### Signal wires on met1

Cells faint in the background.
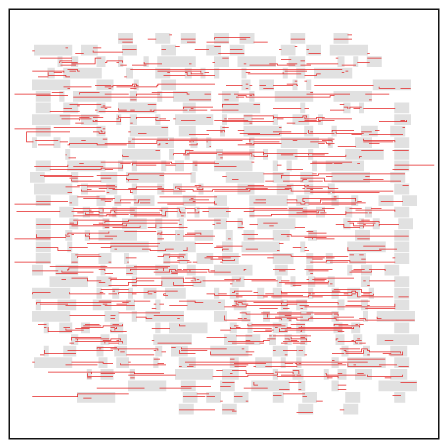
### The metal 2 layer

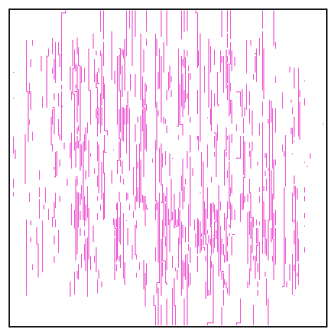
**src/rtl/imm_fetch_ctrl.sv**
```systemverilog
// Immediate-operand fetch controller.
// Reads a one-byte (short form, sign/zero-extended) or two-byte (long form,
// little-endian) immediate over a byte-wide request/acknowledge memory port.
// Each byte request aborts to ERR after TIMEOUT consecutive unacknowledged cycles.
module imm_fetch_ctrl #(
   parameter int unsigned TIMEOUT = 15   // legal range 1..255
) (
   input  logic        clk,
   input  logic        rst,        // asynchronous, active-low
   input  logic        start,
   input  logic        mode,       // 0 = short form, 1 = long form
   input  logic        zext,       // short form: 1 = zero-extend, 0 = sign-extend
   input  logic [15:0] base_addr,
   output logic        mem_req,
   output logic [15:0] mem_addr,
   input  logic        mem_ack,
   input  logic [7:0]  mem_rdata,
   output logic        busy,
   output logic [15:0] imm,
   output logic        imm_valid,
   output logic        err
);

   typedef enum logic [2:0] {
      IDLE   = 3'd0,
      REQ_LO = 3'd1,
      REQ_HI = 3'd2,
      DONE   = 3'd3,
      ERR    = 3'd4
   } state_t;

   // Last wait-count value before a request is declared dead.
   localparam logic [7:0] CNT_LAST = 8'(TIMEOUT - 1);

   state_t      state;
   state_t      next_state;
   logic        mode_q;
   logic        zext_q;
   logic [15:0] base_q;
   logic [7:0]  cnt;
   logic [7:0]  lo_q;
   logic [15:0] imm_q;

   logic        in_req;
   logic        accept;

   // A request is outstanding only in the two byte-request states.
   assign in_req = (state == REQ_LO) || (state == REQ_HI);
   // A new start is honoured only when no fetch is in flight.
   assign accept = start && !in_req;

   // State register.
   // NOTE: every register in this block and the datapath uses <= so all
   // flops see pre-edge values; a blocking = here would create ordering races.
   always_ff @(posedge clk or negedge rst) begin
      if (!rst) state <= IDLE;
      else      state <= next_state;
   end

   // Next-state logic: an acknowledge always wins over an expiring wait count.
   // NOTE: next_state gets its default before the case so no path leaves it
   // unassigned, which would otherwise infer a latch.
   always_comb begin
      next_state = state;
      case (state)
         IDLE, DONE, ERR: begin
            if (start) next_state = REQ_LO;
            else       next_state = IDLE;
         end
         REQ_LO: begin
            if (mem_ack)              next_state = mode_q ? REQ_HI : DONE;
            else if (cnt == CNT_LAST) next_state = ERR;
         end
         REQ_HI: begin
            if (mem_ack)              next_state = DONE;
            else if (cnt == CNT_LAST) next_state = ERR;
         end
         default: next_state = IDLE;
      endcase
   end

   // Operand latch, wait counter and byte capture / immediate assembly.
   // NOTE: all datapath registers are reset (no memories here), so imm and
   // the address are cleanly 0 for the whole reset interval.
   always_ff @(posedge clk or negedge rst) begin
      if (!rst) begin
         mode_q <= 1'b0;
         zext_q <= 1'b0;
         base_q <= '0;
         cnt    <= '0;
         lo_q   <= '0;
         imm_q  <= '0;
      end else begin
         if (accept) begin
            mode_q <= mode;
            zext_q <= zext;
            base_q <= base_addr;
         end

         // Counter restarts on every state change, so each byte gets a fresh budget.
         if (state != next_state)   cnt <= '0;
         else if (in_req && !mem_ack) cnt <= cnt + 8'd1;

         if (state == REQ_LO && mem_ack) begin
            lo_q <= mem_rdata;
            if (!mode_q) begin
               imm_q <= zext_q ? {8'h00, mem_rdata}
                               : {{8{mem_rdata[7]}}, mem_rdata};
            end
         end

         if (state == REQ_HI && mem_ack) imm_q <= {mem_rdata, lo_q};
      end
   end

   // Outputs decode purely from registered state, so reset clears them at once.
   assign busy      = in_req;
   assign mem_req   = in_req;
   assign mem_addr  = (state == REQ_LO) ? base_q
                    : (state == REQ_HI) ? base_q + 16'd1   // wraps modulo 2^16
                    : 16'h0000;
   assign imm       = imm_q;
   assign imm_valid = (state == DONE);
   assign err       = (state == ERR);

endmodule

```
**config.mk**
```make
export PLATFORM = sky130hd
export DESIGN_NAME = imm_fetch_ctrl
export DESIGN_NICKNAME = d
export VERILOG_FILES = /design/src/rtl/imm_fetch_ctrl.sv
export SDC_FILE = /design/constraint.sdc
export NUM_CORES = 1
export LEC_CHECK = 0
export CELL_PAD_IN_SITES_DETAIL_PLACEMENT = 2
export CELL_PAD_IN_SITES_GLOBAL_PLACEMENT = 2
export CORE_MARGIN = 4
export CORE_UTILIZATION = 33
export DETAILED_ROUTE_END_ITERATION = 12
export GPL_TIMING_DRIVEN = 0
export PLACE_DENSITY_LB_ADDON = 0.1
export SETUP_SLACK_MARGIN = 0.5
export SLEW_MARGIN = 20
export SYNTH_ARGS = -nofsm -noshare
export SYNTH_HDL_FRONTEND = slang
export SYNTH_SLANG_ARGS = --single-unit
```
**constraint.sdc**
```tcl
create_clock -name clk -period 5.2 [get_ports clk]
set_input_delay 0.78 -clock clk [delete_from_list [all_inputs] [get_ports clk]]
set_output_delay 0.78 -clock clk [all_outputs]
set_load 0.005 [all_outputs]
```
==> run notes <==
fresh numbers from the pnr run: Synth async-reset ratio=100%, fin crit share=68.5%, highest-count logic cell in the final layout=clkdlybuf4s50_1, Min Hold Slack=approximately 0.43 ns, MI comb area=1380 um2, critical path arrival=2.78 ns, PD cells=around 570 nW/um2, Compound Share, Synth=between 10% and 20%, Post-Synth XOR/XNOR Area=between 2 and 3%, fin util=about 45%, CTS resizes=0, CP cell instances=buf_2 > nor3b_2 > clkbuf_1 > nand4_1 > o21ai_0 > clkdlybuf4s50_1, CTS H-tree lvls=2, Crit Path Max Fanout=10, met2 global-route usage=30.4%, FP Util=between 30% and 40%, met3 routed WL=318 um, met2 WL=4.18 mm, Worst path slowest cell=clkdlybuf4s50_1, first-pass GRT wire length=14.3 mm, Largest Pwr Group=combinational cells, Sink Count=53, Worst Setup End Kind=output port, status=finished clean, GR Layer Usage met3=2.70%, number of cell rows=33, fmax=~280 MHz, IO Port Bufs=65, Vias/cell=approximately 5.4, CP peak stage delay=0.53 ns, Worst-path clk slew=0.10 ns, Die Ht=101 um, Reg area=1330 um2, Multiplexer share=9.96%, most frequent cells in the layout=clkdlybuf4s50_1 (64), dfrtp_1 (53), nand2_1 (31), Antenna Cells=0, Synth Flop Type=dfrtp_1, Area Overhead vs Synth=31.5%, initial antenna violation count=0
-- 'Signal wires on met1' (at the start) --
longest straight run = 49.7 um
main direction = horizontal
met1 GRT Util: 23.6%
Detailed Route WL: 8.47 mm
Vias: 2535

-- 'The metal 2 layer' (at the start) --
main direction = vertical
longest straight run = 41.8 um
nets with wire on the layer = 363
share of all routed wire = 49%

[cell usage after synthesis, drive strengths merged, types with 4 or more instances]
cell type,count,area [um2]
nand3,8,40.0
inv,10,37.5
clkbuf,12,45.0
nor3,4,20.0
dfrtp,53,1330
a31oi,9,56.3
buf,6,35.0
xor2,7,68.8
mux2,25,282
nand4,7,43.8
and3,6,37.5
o22ai,4,25.0
o21ai,20,100
a21oi,21,105
a41oi,4,35.0
nand2,32,123
nor2,25,93.8
[registers in the layout (all words and copies together) (netlist names)]
signal  count
mode_q      1
cnt         8
zext_q      1
base_q     16
imm        16
lo_q        8
state       3
[cell type report]
| type | count | share of cell area, % |
|---|---|---|
| multi-input combinational | 211 | 37.2 |
| sequential | 53 | 35.7 |
| timing repair buffer | 66 | 18.2 |
| tap | 105 | 3.54 |
| buffer | 18 | 2.15 |
| clock buffer | 7 | 2.05 |
| inverter | 10 | 1.01 |
| clock inverter | 1 | 0.202 |
[through the flow]
stage / area, um2 / cells
2_1_floorplan: 2830 / 292
5_1_grt: 3720 / 471
6_report: 3720 / 471
4_1_cts: 3720 / 471
3_5_place_dp: 3630 / 463
3_3_place_gp: 3610 / 462
[worst paths after layout]
check | from | slack (ns) | to | depth (start not counted)
max in group asynchronous | rst | 4.52 | cnt[4]$_DFFE_PN0P_ | 2
hold reg to reg | lo_q[7]$_DFFE_PN0P_ | 0.50 | lo_q[7]$_DFFE_PN0P_ | 2
hold / removal | rst | 0.43 | base_q[8]$_DFFE_PN0P_ | 2
setup / recovery | state[0]$_DFF_PN0_ | 1.64 | mem_addr[7] | 6
min in group clk | lo_q[7]$_DFFE_PN0P_ | 0.50 | lo_q[7]$_DFFE_PN0P_ | 2
setup reg to reg | state[1]$_DFF_PN0_ | 2.95 | base_q[13]$_DFFE_PN0P_ | 6
Power and IR drop assume default switching activity.
